**Run 1: M1 wires**

Scale bar: 20 microns. Supply wires on this layer in gray.
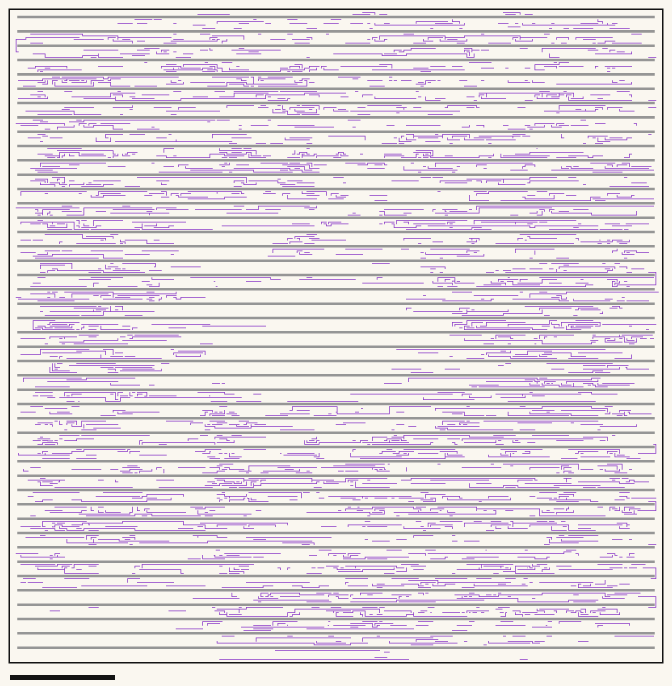
**Run 1: the metal 2 layer**

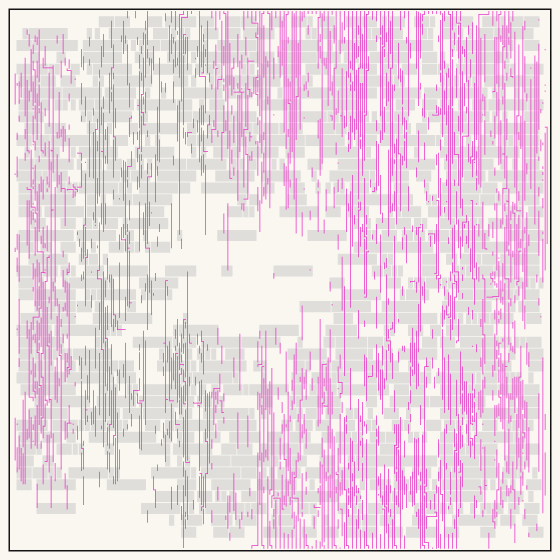
**Run 1: the metal 3 layer**

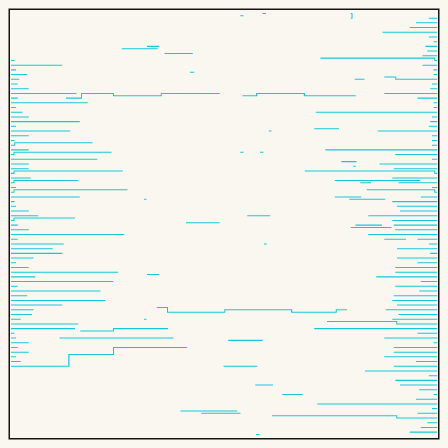
**Run 1: M4 wires**

Scale bar: 20 microns. Supply wires on this layer in gray.
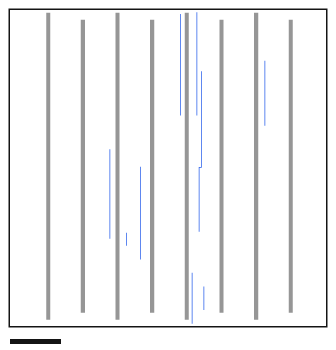
### config.mk
export PLATFORM = sky130hd
export DESIGN_NAME = mem_bus_arbiter_flat
export DESIGN_NICKNAME = d
export VERILOG_FILES = /design/src/rtl/mem_bus_arbiter_if.sv /design/src/rtl/mem_bus_arbiter.sv /design/src/flat_wrapper.sv
export SDC_FILE = /design/constraint.sdc
export NUM_CORES = 1
export LEC_CHECK = 0
export ABC_AREA = 1
export CAP_MARGIN = 30
export CORE_MARGIN = 1
export CORE_UTILIZATION = 43
export CTS_CLUSTER_DIAMETER = 40
export DETAILED_ROUTE_END_ITERATION = 6
export PLACE_DENSITY_LB_ADDON = 0.25
export REMOVE_ABC_BUFFERS = 1
export SKIP_CTS_REPAIR_TIMING = 1
export SLEW_MARGIN = 20
export SYNTH_ARGS = -nofsm -noshare
export SYNTH_HDL_FRONTEND = slang
export SYNTH_SLANG_ARGS = --single-unit
### constraint.sdc
create_clock -name clk -period 1.7 [get_ports clk]
set_input_delay 0.255 -clock clk [delete_from_list [all_inputs] [get_ports clk]]
set_output_delay 0.255 -clock clk [all_outputs]
set_load 0.02 [all_outputs]
### src/rtl/mem_bus_arbiter_if.sv
// Requester, external bus and status signals of the memory bus arbiter.
// The arbiter side uses the master modport; the surrounding pipeline/bus model uses slave.
interface mem_bus_arbiter_if;
    logic        if_ce_i;
    logic [31:0] if_addr_i;
    logic [31:0] if_data_o;
    logic        if_ready_o;

    logic        mem_ce_i;
    logic        mem_we_i;
    logic [31:0] mem_addr_i;
    logic [3:0]  mem_sel_i;
    logic [31:0] mem_data_i;
    logic [31:0] mem_data_o;
    logic        mem_ready_o;

    logic        bus_req_o;
    logic        bus_we_o;
    logic [31:0] bus_addr_o;
    logic [3:0]  bus_sel_o;
    logic [31:0] bus_wdata_o;
    logic [31:0] bus_rdata_i;
    logic        bus_ack_i;

    logic        stall_req_o;
    logic        err_o;

    modport master (
        input  if_ce_i, if_addr_i, mem_ce_i, mem_we_i, mem_addr_i, mem_sel_i, mem_data_i,
               bus_rdata_i, bus_ack_i,
        output if_data_o, if_ready_o, mem_data_o, mem_ready_o,
               bus_req_o, bus_we_o, bus_addr_o, bus_sel_o, bus_wdata_o,
               stall_req_o, err_o
    );

    modport slave (
        output if_ce_i, if_addr_i, mem_ce_i, mem_we_i, mem_addr_i, mem_sel_i, mem_data_i,
               bus_rdata_i, bus_ack_i,
        input  if_data_o, if_ready_o, mem_data_o, mem_ready_o,
               bus_req_o, bus_we_o, bus_addr_o, bus_sel_o, bus_wdata_o,
               stall_req_o, err_o
    );
endinterface

### src/rtl/mem_bus_arbiter.sv
// Two-requester (fetch / load-store) arbiter for the single external memory bus,
// with round-robin contention, registered bus outputs and an acknowledge timeout.
module mem_bus_arbiter #(
    parameter int TIMEOUT = 15,
    parameter int CNT_W   = 4
) (
    input  logic              clk,
    input  logic              rst,
    mem_bus_arbiter_if.master bus
);
    typedef enum logic [1:0] {IDLE, IF_ACC, MEM_ACC} state_t;
    typedef enum logic {GNT_IF, GNT_MEM} gnt_t;

    localparam logic [CNT_W-1:0] TIMEOUT_CNT = CNT_W'(TIMEOUT);

    state_t           state;
    gnt_t             last_gnt;
    logic [CNT_W-1:0] cnt;
    logic             grant_mem;
    logic             grant_if;
    logic             timed_out;

    // Under contention the requester that did not win last time goes first.
    always_comb begin
        grant_mem = bus.mem_ce_i && (!bus.if_ce_i || (last_gnt == GNT_IF));
        grant_if  = bus.if_ce_i && !grant_mem;
    end

    assign timed_out = (TIMEOUT != 0) && (cnt == TIMEOUT_CNT);

    assign bus.stall_req_o = (bus.if_ce_i & ~bus.if_ready_o) | (bus.mem_ce_i & ~bus.mem_ready_o);

    always_ff @(posedge clk or negedge rst) begin
        if (!rst) begin
            state           <= IDLE;
            last_gnt        <= GNT_IF;
            cnt             <= '0;
            bus.bus_req_o   <= 1'b0;
            bus.bus_we_o    <= 1'b0;
            bus.bus_addr_o  <= '0;
            bus.bus_sel_o   <= '0;
            bus.bus_wdata_o <= '0;
            bus.if_data_o   <= '0;
            bus.if_ready_o  <= 1'b0;
            bus.mem_data_o  <= '0;
            bus.mem_ready_o <= 1'b0;
            bus.err_o       <= 1'b0;
        end else begin
            bus.if_ready_o  <= 1'b0;
            bus.mem_ready_o <= 1'b0;
            bus.err_o       <= 1'b0;
            case (state)
                IDLE: begin
                    cnt <= '0;
                    if (grant_mem) begin
                        state           <= MEM_ACC;
                        last_gnt        <= GNT_MEM;
                        bus.bus_req_o   <= 1'b1;
                        bus.bus_we_o    <= bus.mem_we_i;
                        bus.bus_addr_o  <= bus.mem_addr_i;
                        bus.bus_sel_o   <= bus.mem_sel_i;
                        bus.bus_wdata_o <= bus.mem_data_i;
                    end else if (grant_if) begin
                        state           <= IF_ACC;
                        last_gnt        <= GNT_IF;
                        bus.bus_req_o   <= 1'b1;
                        bus.bus_we_o    <= 1'b0;
                        bus.bus_addr_o  <= bus.if_addr_i;
                        bus.bus_sel_o   <= 4'b1111;
                        bus.bus_wdata_o <= '0;
                    end
                end
                IF_ACC, MEM_ACC: begin
                    cnt <= cnt + 1'b1;
                    // An ack in the timeout cycle still completes normally.
                    if (bus.bus_ack_i) begin
                        if (state == IF_ACC) begin
                            bus.if_data_o  <= bus.bus_rdata_i;
                            bus.if_ready_o <= 1'b1;
                        end else begin
                            bus.mem_data_o  <= bus.bus_rdata_i;
                            bus.mem_ready_o <= 1'b1;
                        end
                        bus.bus_req_o <= 1'b0;
                        state         <= IDLE;
                    end else if (timed_out) begin
                        if (state == IF_ACC) begin
                            bus.if_data_o  <= '0;
                            bus.if_ready_o <= 1'b1;
                        end else begin
                            bus.mem_data_o  <= '0;
                            bus.mem_ready_o <= 1'b1;
                        end
                        bus.err_o     <= 1'b1;
                        bus.bus_req_o <= 1'b0;
                        state         <= IDLE;
                    end
                end
                default: state <= IDLE;
            endcase
        end
    end
endmodule

### src/flat_wrapper.sv
// flat-port wrapper written by rule: the top's interface ports become plain ports
module mem_bus_arbiter_flat 
#(
    parameter int TIMEOUT = 15,
    parameter int CNT_W   = 4
)
  (clk, rst, bus_if_ce_i, bus_if_addr_i, bus_mem_ce_i, bus_mem_we_i, bus_mem_addr_i, bus_mem_sel_i, bus_mem_data_i, bus_bus_rdata_i, bus_bus_ack_i, bus_if_data_o, bus_if_ready_o, bus_mem_data_o, bus_mem_ready_o, bus_bus_req_o, bus_bus_we_o, bus_bus_addr_o, bus_bus_sel_o, bus_bus_wdata_o, bus_stall_req_o, bus_err_o);
  mem_bus_arbiter_if bus_i ();
  input  logic clk;
  input  logic rst;
  input wire logic [$bits(bus_i.if_ce_i)-1:0] bus_if_ce_i;
  input wire logic [$bits(bus_i.if_addr_i)-1:0] bus_if_addr_i;
  input wire logic [$bits(bus_i.mem_ce_i)-1:0] bus_mem_ce_i;
  input wire logic [$bits(bus_i.mem_we_i)-1:0] bus_mem_we_i;
  input wire logic [$bits(bus_i.mem_addr_i)-1:0] bus_mem_addr_i;
  input wire logic [$bits(bus_i.mem_sel_i)-1:0] bus_mem_sel_i;
  input wire logic [$bits(bus_i.mem_data_i)-1:0] bus_mem_data_i;
  input wire logic [$bits(bus_i.bus_rdata_i)-1:0] bus_bus_rdata_i;
  input wire logic [$bits(bus_i.bus_ack_i)-1:0] bus_bus_ack_i;
  output wire logic [$bits(bus_i.if_data_o)-1:0] bus_if_data_o;
  output wire logic [$bits(bus_i.if_ready_o)-1:0] bus_if_ready_o;
  output wire logic [$bits(bus_i.mem_data_o)-1:0] bus_mem_data_o;
  output wire logic [$bits(bus_i.mem_ready_o)-1:0] bus_mem_ready_o;
  output wire logic [$bits(bus_i.bus_req_o)-1:0] bus_bus_req_o;
  output wire logic [$bits(bus_i.bus_we_o)-1:0] bus_bus_we_o;
  output wire logic [$bits(bus_i.bus_addr_o)-1:0] bus_bus_addr_o;
  output wire logic [$bits(bus_i.bus_sel_o)-1:0] bus_bus_sel_o;
  output wire logic [$bits(bus_i.bus_wdata_o)-1:0] bus_bus_wdata_o;
  output wire logic [$bits(bus_i.stall_req_o)-1:0] bus_stall_req_o;
  output wire logic [$bits(bus_i.err_o)-1:0] bus_err_o;
  assign bus_i.if_ce_i = bus_if_ce_i;
  assign bus_i.if_addr_i = bus_if_addr_i;
  assign bus_i.mem_ce_i = bus_mem_ce_i;
  assign bus_i.mem_we_i = bus_mem_we_i;
  assign bus_i.mem_addr_i = bus_mem_addr_i;
  assign bus_i.mem_sel_i = bus_mem_sel_i;
  assign bus_i.mem_data_i = bus_mem_data_i;
  assign bus_i.bus_rdata_i = bus_bus_rdata_i;
  assign bus_i.bus_ack_i = bus_bus_ack_i;
  assign bus_if_data_o = bus_i.if_data_o;
  assign bus_if_ready_o = bus_i.if_ready_o;
  assign bus_mem_data_o = bus_i.mem_data_o;
  assign bus_mem_ready_o = bus_i.mem_ready_o;
  assign bus_bus_req_o = bus_i.bus_req_o;
  assign bus_bus_we_o = bus_i.bus_we_o;
  assign bus_bus_addr_o = bus_i.bus_addr_o;
  assign bus_bus_sel_o = bus_i.bus_sel_o;
  assign bus_bus_wdata_o = bus_i.bus_wdata_o;
  assign bus_stall_req_o = bus_i.stall_req_o;
  assign bus_err_o = bus_i.err_o;
  mem_bus_arbiter #(.TIMEOUT(TIMEOUT), .CNT_W(CNT_W)) u_core (.clk(clk), .rst(rst), .bus(bus_i));
endmodule
==> flow_summary.toml, run 1 <==
# yosys + openroad results
[power]
power_leakage_nw = 5.284
p_int_mw = 11.66
seq_power_share = 0.299
p_comb_mw = 9.81
power_density_nw_per_um2 = 1930
combPwrFrac = 0.503
finalPower_mw = 19.49
switchingPower_mw = 7.831
powerClk_mw = 3.85
pg_seq_mw = 5.83
power_leader = "combinational cells"
pwr-share-clk = 0.197
switching_share = 0.4019
vdd_ir_drop_max_v = 0.001128

[placement]
io_buffers = 275
place_hpwl_microns = 13540
post_dp_cell_area_sq_um = 9395
place_ws_ns = -0.1867
gp_congestion = 0.7976
dp_cells = 1182

[synth]
aoi_share = 0.006283
synthArstFlopShare = 1.000
xor_area_frac = 0
simple_gate_share = 0.3462
ys_cells = 750
adder_share = 0.007854
yosys_area_sq_um = 6372
ys_top_cells_by_area = "dfrtp_1, nand2_1, nand4_1"
top_cell_area_share = 0.5655
avgSynthCellArea_sq_um = 8.496
synth_area_leader_cell = "dfrtp_1"
ys_types = 21
yosys_most_used_dff = "dfrtp_1"
top_cells_by_count = "nand2_1, dfrtp_1, nand4_1"
ys_seq_elements = 144
top_cell = "nand2_1"
synth_warnings = 0
yosysSeqAreaShare = 0.5655
synthTopLogicFamily = "simple AND/OR/NAND/NOR gates"
edf_count = 0
syn-cell-area_sq_um = 6372
ys_sh_mux = 0

[global_route]
grt_overflow = 0
track_usage = 0.2611
gr-usage-met3 = 0.1016
grt-busiest-layer = "met2"
grtUsageMet2 = 0.4205
antenna_found_initial = 0
grt_pass1_wl_microns = 30290
grt_pass1_vias = 5811
grt_max_degree = 51

[final_layout]
design_area_sq_um = 10090
inverters = 47
layout.cells.non_filler = 1215
clock_buffers = 23
nNetsFinal = 1160
ff_count = 144
clk_share = 0.06036
signal_buffers = 301
drive_gt1_frac = 0.05917
areaGrowthSynthToFinish_pct = 58.41
sh_comb_area = 0.2287
seq_area_sq_um = 3603
fin_util = 0.6972
final_cell_mix = "nand2_1, clkdlybuf4s50_1, dfrtp_1"
fill_cells = 1129
nMultiInputCombCells = 507
comb_area_sq_um = 2308
buf_share = 0.3137
dominant-cell-class = "registers"
num_antenna_cells = 0
sh_seq_area = 0.3570
final_common_cell = "nand2_1"

[final_timing]
timing_hold_violations_final = 0
period_used_share = 0.9786
fmax_ghz = 0.6011
fin_setup_tns_ns = 0
clock_skew_ns = 0.008724
worst_slew_pin_slew_ns = 0.4603
hold_ws_ns = 0.3328
slew_viol_final = 0
rsz0062_at_grt = "no"
setup_slack_ns = 0.03643
fin_crit_ns = 1.664
slew_headroom = 0.6931
setup-violations-final = 0

[worst_hold_path]
min-delay-start = "bus_bus_ack_i"
min_path_type = "in -> reg"
hold-path-endpoint = "u_core.bus.if_data_o[29]$_DFFE_PN0P_"
worstHoldPathCells = 4

[detailed_routing]
drc = 0
dr_wl_met2_microns = 9237
top_layer_used = "met4"
ant_nets = 0
drt_iter0_markers = 343
wl_met1_microns = 8040
avgRoutedWirePerCell_microns = 16.12
dr.pass1.iters = 4
met3_length_microns = 2039
routed_via_density = 4.971

[worst_setup_path]
path_buffers = 1
reg2reg_from = "u_core.state[0]$_DFFE_PN0P_"
cp_num_cells = 1
reg2reg_to = "u_core.bus.if_data_o[21]$_DFFE_PN0P_"
crit_end = "bus_bus_wdata_o[9]"
criticalPathCategory = "reg -> out"
crit_family = "buffers and inverters"
reg2reg_depth = 6
arrival_ns = 1.41
crit_fanout = 2
critPathMaxStageDelay_ns = 0.65
cp.required_ns = 1.44
r2r_slack_ns = 0.18
crit_start = "u_core.bus.bus_wdata_o[9]$_DFFE_PN0P_"
cp_slowest_cell = "clkdlybuf4s50_1"
cp-start-kind = "register"
end_kind = "output port"
worstPathCellList = "clkdlybuf4s50_1"

[flow_run]
cap_violations = 0
warning_count = 27

[cts]
root_buffer = "clkbuf_16"
cts_made_buffers = 17
insertion_delay_ns = 0.42
clock-sinks = 144
cts_max_path_buffers = 2
cts_tree = "built"
h-tree-depth = 4
clkSlewWorstSetupHoldPaths_ns = 0.06

[floorplan]
chipHeight_microns = 123.7
die-area_sq_um = 15310
fp_util = 0.4401
n_tap_cell = 184
core_area_sq_um = 14480
fp-row-count = 44
io_pins = 276
die_w_microns = 123.7

[run_status]
outcome = "finished clean"
Notes on 'M1 wires' above:
The layer carries 8040 microns of wire. 1004 nets have wire on it. The layer holds 41% of the routed length. The longest straight run is 39.6 microns. The wires run mostly horizontal.
via count: 6040
Routed WL: 19590 microns
met1 usage in global routing: 0.3241

Notes on 'the metal 2 layer' above:
The layer holds 47% of the routed length. 934 nets have wire on it. The wires run mostly vertical. The longest straight run is 56.3 microns. The layer carries 9240 microns of wire.

Notes on 'the metal 3 layer' above:
The longest straight run is 37.5 microns. 177 nets have wire on it.

Notes on 'M4 wires' above:
The wires run mostly vertical. The layer carries 272 microns of wire.

==> run 2, diff against run 1 <==
HOLD_SLACK_MARGIN = 0.1   (was unset)
**Run 2: M1 wires**

Scale bar: 20 microns. Supply wires on this layer in gray.
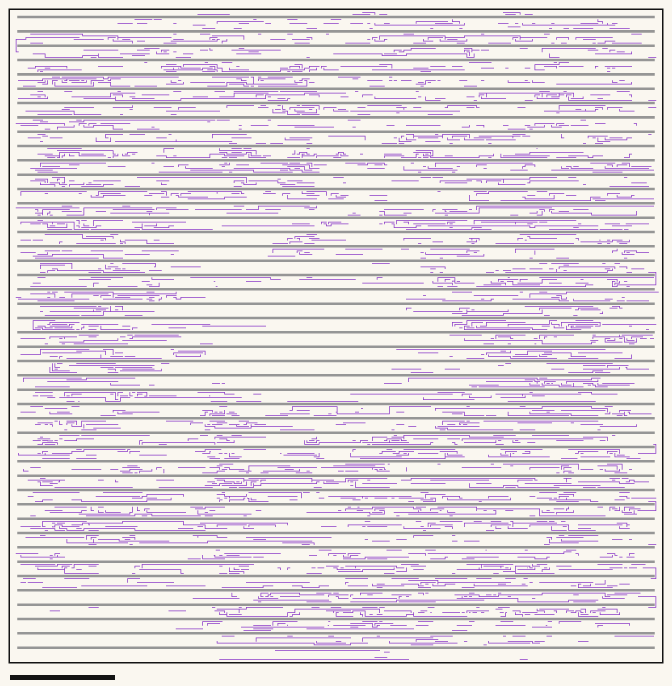
1004 nets have wire on it. The longest straight run is 39.6 microns. The layer holds 41% of the routed length. The layer carries 8040 microns of wire.

**Run 2: M4 wires**

Scale bar: 20 microns. Supply wires on this layer in gray.
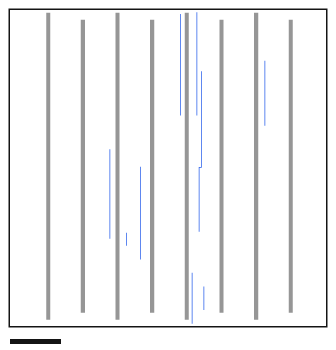

==> flow_summary.toml, run 2 <==
# yosys + openroad results
[run_status]
outcome = "finished clean"

[power]
p_int_mw = 11.66
switching_share = 0.4019
pg_seq_mw = 5.83
p_comb_mw = 9.81
combPwrFrac = 0.503
finalPower_mw = 19.49
power_leader = "combinational cells"

[final_layout]
fill_cells = 1129
clock_buffers = 23
inverters = 47
areaGrowthSynthToFinish_pct = 58.41
clk_share = 0.06036
ff_count = 144
buf_share = 0.3137
layout.cells.non_filler = 1215
num_antenna_cells = 0
sh_seq_area = 0.3570
design_area_sq_um = 10090
drive_gt1_frac = 0.05917
sh_comb_area = 0.2287
nNetsFinal = 1160
final_cell_mix = "nand2_1, clkdlybuf4s50_1, dfrtp_1"
fin_util = 0.6972

[final_timing]
timing_hold_violations_final = 0
fin_crit_ns = 1.664
fin_setup_tns_ns = 0
setup-violations-final = 0
clock_skew_ns = 0.008724
slew_headroom = 0.6931
worst_slew_pin_slew_ns = 0.4603
period_used_share = 0.9786
fmax_ghz = 0.6011

[worst_hold_path]
min-delay-start = "bus_bus_ack_i"
worstHoldPathCells = 4
min_path_type = "in -> reg"

[cts]
cts_made_buffers = 17
clkSlewWorstSetupHoldPaths_ns = 0.06
cts_max_path_buffers = 2
root_buffer = "clkbuf_16"

[global_route]
antenna_found_initial = 0
grt_pass1_wl_microns = 30290
grt-busiest-layer = "met2"
use_met1 = 0.3241
track_usage = 0.2611

[floorplan]
die_w_microns = 123.7
fp_util = 0.4401
fp-row-count = 44
die-area_sq_um = 15310
core_area_sq_um = 14480
chipHeight_microns = 123.7

[worst_setup_path]
path_buffers = 1
cp_num_cells = 1
crit_start = "u_core.bus.bus_wdata_o[9]$_DFFE_PN0P_"
reg2reg_to = "u_core.bus.if_data_o[21]$_DFFE_PN0P_"
reg2reg_from = "u_core.state[0]$_DFFE_PN0P_"
crit_family = "buffers and inverters"
crit_fanout = 2
arrival_ns = 1.41
crit_end = "bus_bus_wdata_o[9]"
end_kind = "output port"
cp_slowest_cell = "clkdlybuf4s50_1"
cp-start-kind = "register"

[synth]
yosys_most_used_dff = "dfrtp_1"
xor_area_frac = 0
ys_cells = 750
avgSynthCellArea_sq_um = 8.496
edf_count = 0
top_cell = "nand2_1"
synth_area_leader_cell = "dfrtp_1"
synthTopLogicFamily = "simple AND/OR/NAND/NOR gates"
ys_sh_mux = 0
yosysSeqAreaShare = 0.5655

[placement]
post_dp_cell_area_sq_um = 9395
place_ws_ns = -0.1867
dp_cells = 1182
gp_congestion = 0.7976

[detailed_routing]
met3_length_microns = 2039
wl_met1_microns = 8040
vias = 6040
drc = 0
routed_via_density = 4.971
top_layer_used = "met4"

[flow_run]
warning_count = 27
**Run 2: the metal 3 layer**

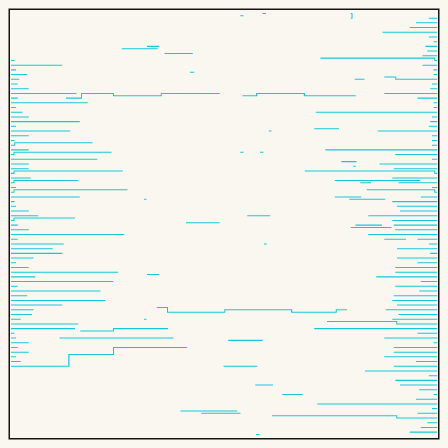

==> run 3, diff against run 2 <==
MAX_ROUTING_LAYER = met4   (was unset)
SLEW_MARGIN = 40   (was 20)
**Run 3: the metal 3 layer**

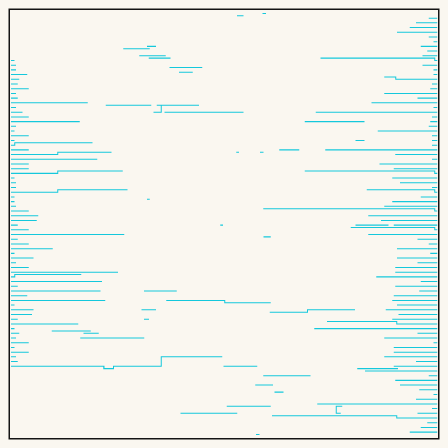
The longest straight run is 49.5 microns. The layer holds 9.7% of the routed length.
via count: 6021
M3 GR Usage: 0.09661

==> flow_summary.toml, run 3 <==
# yosys + openroad results
[power]
combPwrFrac = 0.503
p_comb_mw = 9.78
seq_power_share = 0.300
finalPower_mw = 19.45
power_leakage_nw = 5.333
p_int_mw = 11.65
power_leader = "combinational cells"
switchingPower_mw = 7.803

[synth]
synthArstFlopShare = 1.000
ys_types = 21
ys_sh_mux = 0
yosys_area_sq_um = 6372
syn-cell-area_sq_um = 6372
aoi_share = 0.006283
top_cells_by_count = "nand2_1, dfrtp_1, nand4_1"

[global_route]
grt_overflow = 0
grt-busiest-layer = "met2"
grtUsageMet2 = 0.4181
antenna_found_initial = 0
grt_pass1_wl_microns = 30330
use_met1 = 0.3351
grt_pass1_vias = 5795

[final_timing]
slew_headroom = 0.6956
period_used_share = 0.9723
rsz0062_at_grt = "no"
setup-violations-final = 0
hold_ws_ns = 0.3409
timing_hold_violations_final = 0

[final_layout]
num_antenna_cells = 0
sh_seq_area = 0.3566
sh_comb_area = 0.2285
clock_buffers = 23
final_cell_mix = "nand2_1, clkdlybuf4s50_1, dfrtp_1"
fill_cells = 1126
seq_area_sq_um = 3603
ff_count = 144
design_area_sq_um = 10100
drive_gt1_frac = 0.05917
comb_area_sq_um = 2308
layout.cells.non_filler = 1215
clk_share = 0.06030
final_common_cell = "nand2_1"
buf_share = 0.3144
fin_util = 0.6979

[detailed_routing]
top_layer_used = "met4"
dr.pass1.iters = 4
routed_via_density = 4.956
dr_wl_met2_microns = 9439
ant_nets = 0
met3_length_microns = 1897

[worst_hold_path]
worstHoldPathCells = 4
hold-path-endpoint = "u_core.bus.if_data_o[29]$_DFFE_PN0P_"

[placement]
dp_cells = 1182
io_buffers = 275

[worst_setup_path]
cp.required_ns = 1.44
cp-start-kind = "register"
reg2reg_depth = 6
path_buffers = 1
reg2reg_to = "u_core.bus.if_data_o[21]$_DFFE_PN0P_"
cp_slowest_cell = "clkdlybuf4s50_1"
arrival_ns = 1.40

[cts]
insertion_delay_ns = 0.42
clkSlewWorstSetupHoldPaths_ns = 0.06

[floorplan]
fp-row-count = 44

[flow_run]
cap_violations = 0

[run_status]
outcome = "finished clean"
**Run 3: M4 wires**

Scale bar: 20 microns. Supply wires on this layer in gray.
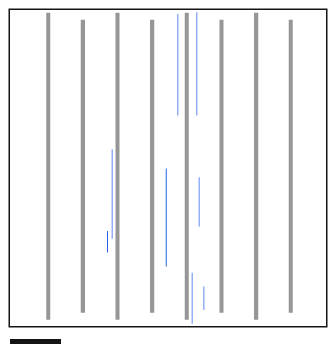
7 nets have wire on it. The layer holds 1.1% of the routed length. The layer carries 208 microns of wire. The wires run mostly vertical.
Routed WL: 19600 microns

Power figures rest on the tool's default switching activity, not on a simulated workload.
